Design nonce_sched, sky130hd; sources not shown.
==> images/layer_met1.png <==
Supply wires on this layer in grey.
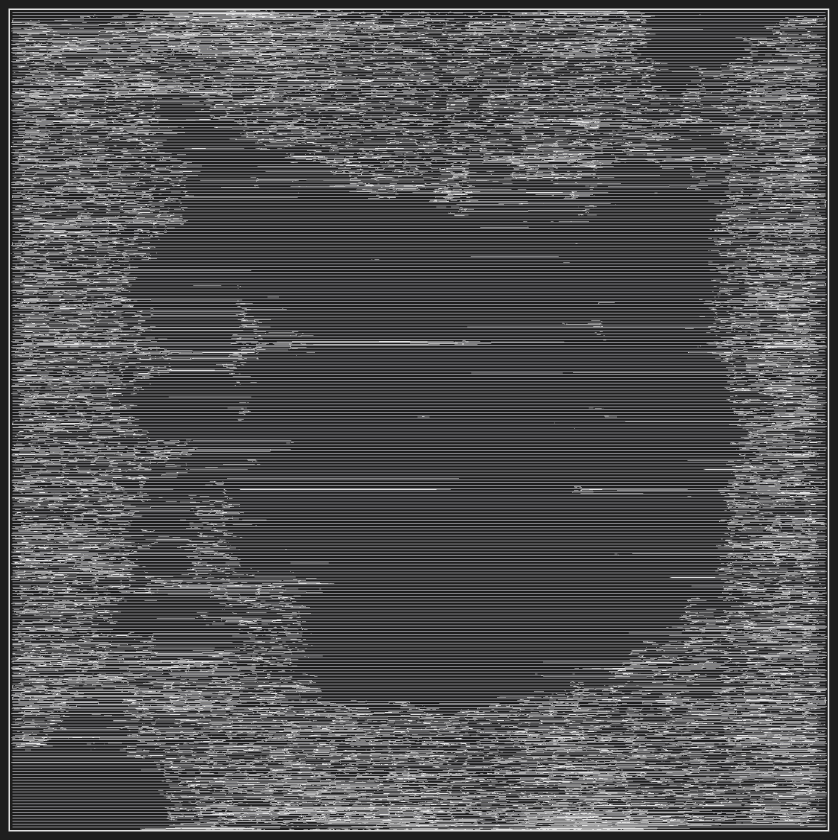
wire length on this layer: 170 mm
share of all routed wire: 36%
longest straight run: 225 um
nets with wire on the layer: 10045
main direction: horizontal
final WL: 469000 um
via count: 66800
met1 Use GR: 16.4%

==> images/layer_met2.png <==
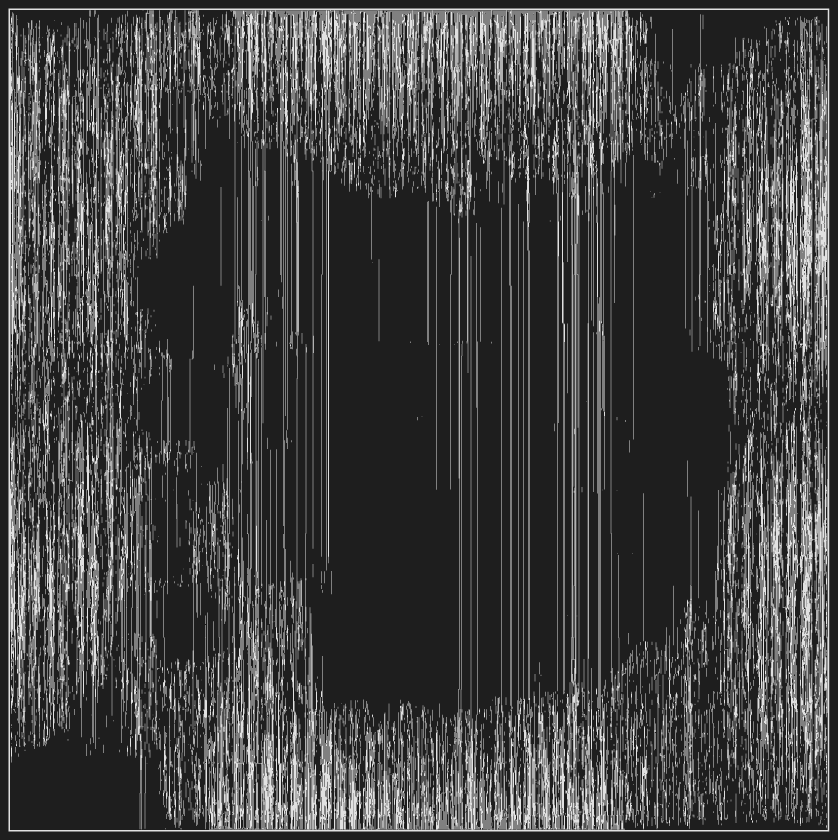
longest straight run: 575 um
main direction: vertical
share of all routed wire: 51%
wire length on this layer: 237 mm
GR Util met2: 28.1%

==> summary.txt <==
run metrics: met3 usage 6.91%, Global Route Usage Sum 15.6%, Post-Synth Simple-Gate Area 13.0%, run status complete, no violations, initial drt markers 3098, Latency at later pin 0.96 ns, Max Cap Viol 0, Placed Cells 16800, Synth area leader dfrtp_1, initial antenna violation count 327, final RePlAce weighted congestion 0.850, synthesized cell area 80100 um^2, met2 wire len 237000 um, pre-CTS setup slack 117.64 ns, adder share 4.01%, Max IR drop VDD 10.5 uV, Req. time, crit path 145.26 ns, Worst setup SP type primary input, fillers 64700, Top logic family simple AND/OR/NAND/NOR gates, clock skew 0.112 ns, Init Core Util 13.9%, XORs/XNORs by Area 0.689%, post-route antenna net violation count 0, Critical Path AT 27.53 ns, max reg flops 512, H-tree Lvls 5, Core Region 575000 um^2, Post-synth regs 1863, CP Buf/Inv Count 3, Synth top cells by count nand2_1, dfrtp_1, mux2_2, share of cells above drive strength 1 14.1%, multiplexer area fraction after synthesis 10.8%, TritonCTS Buffers 265, synth warn 0, Crit Path Max Fanout 3, Reg2Reg Depth 11, cts repair resizes 0, worst path cell trace clkdlybuf4s50_1 -> nor2_1 -> o31ai_1 -> clkdlybuf4s50_1 -> buf_16, Finish-stage setup viols 0, metal3 WL 45300 um, register area 46600 um^2, DRC viols 0, final setup TNS 0 ns, root buf cell clkbuf_16, Final Net Count 10900, Fin. Hold Viols 0, Worst-Margin Slew 1.18 ns, Worst Slack Setup Final 117.73 ns, Crit. path cell count 5, design area 118000 um^2, post-synthesis async set-or-reset flop share 100%, pin count of the biggest net entering global routing 178, stage-log warning count 107, cell repeated most along the worst path clkdlybuf4s50_1, Final min period 53.17 ns, Avg Synthesized Cell Area 10.5 um^2, Post-synth seq share 58.2%, worst hold slack 0.472 ns, AO/OA Area Share 9.50%, Comb area 30600 um^2, Worst-path clk slew 0.06 ns, slowest stage cell, crit path clkdlybuf4s50_1, fmax 18.8 MHz, RSZ-0062 raised after global routing false, critical path class in -> out, # port buffers 1899, area delta synth->final 46.9%, Die Wd 762 um, Cell variety after synth 66, Leak 48.4 nW, CTS tree yes, I/O pins 1932, maximum root-to-sink buffer count 4, yosys synthesis chip area 80100 um^2, fin. max-slew vios 0, Post-CTS Setup Inserts 0, final core occ 20.5%, vias in the first global route 71900, hold-critical path depth 2, PwrDens 21.9 nW/um^2
[where the power goes]
group	total, mW	switching, mW	internal (mW)
Sequential	0.787	0.126	0.661
Clock	0.561	0.233	0.328
Combinational	1.23	0.813	0.413
Total	2.57	1.17	1.40
[cells in the final DEF (no fill, tap or decap), types with 6 or more instances in the layout]
cell / netlist / layout
nand2_1: 1916 / 1915
clkdlybuf4s50_1: 0 / 1891
dfrtp_1: 1863 / 1863
mux2_2: 770 / 770
nor2_1: 524 / 524
a31oi_1: 483 / 483
a21oi_1: 391 / 390
o21ai_0: 332 / 331
inv_1: 269 / 324
clkbuf_16: 0 / 267
ha_1: 257 / 257
diode_2: 0 / 99
buf_4: 1 / 95
nand4_1: 68 / 68
clkbuf_8: 0 / 61
a21o_1: 44 / 43
xnor2_1: 45 / 40
nand3_1: 39 / 39
clkinv_2: 0 / 37
buf_16: 0 / 26
buf_12: 0 / 23
buf_8: 0 / 19
xor2_1: 18 / 16
and3_1: 17 / 16
o22ai_1: 16 / 16
nor3_1: 15 / 14
and4_1: 12 / 12
a211oi_1: 12 / 12
inv_6: 0 / 11
bufinv_16: 0 / 11
nor4_1: 11 / 9
clkinv_8: 0 / 8
and2_1: 7 / 6
nor2b_1: 6 / 6
[area by class of cell]
class,count,area share (%)
Sequential cell,1863,39.6
Clock buffer,328,6.39
Clock inverter,132,0.946
Tap cell,7587,8.06
Timing Repair Buffer,2059,18.0
Multi-Input combinational cell,5059,26.0
Inverter,269,0.864
Antenna cell,99,0.210
[worst min-delay path: cells and delay by family, from the launching register on]
family / cells / cell delay, ns
DFF: 1 / 0.34
and+or+nand+nor: 2 / 0.10
Power is estimated from default activity; no workload was simulated.
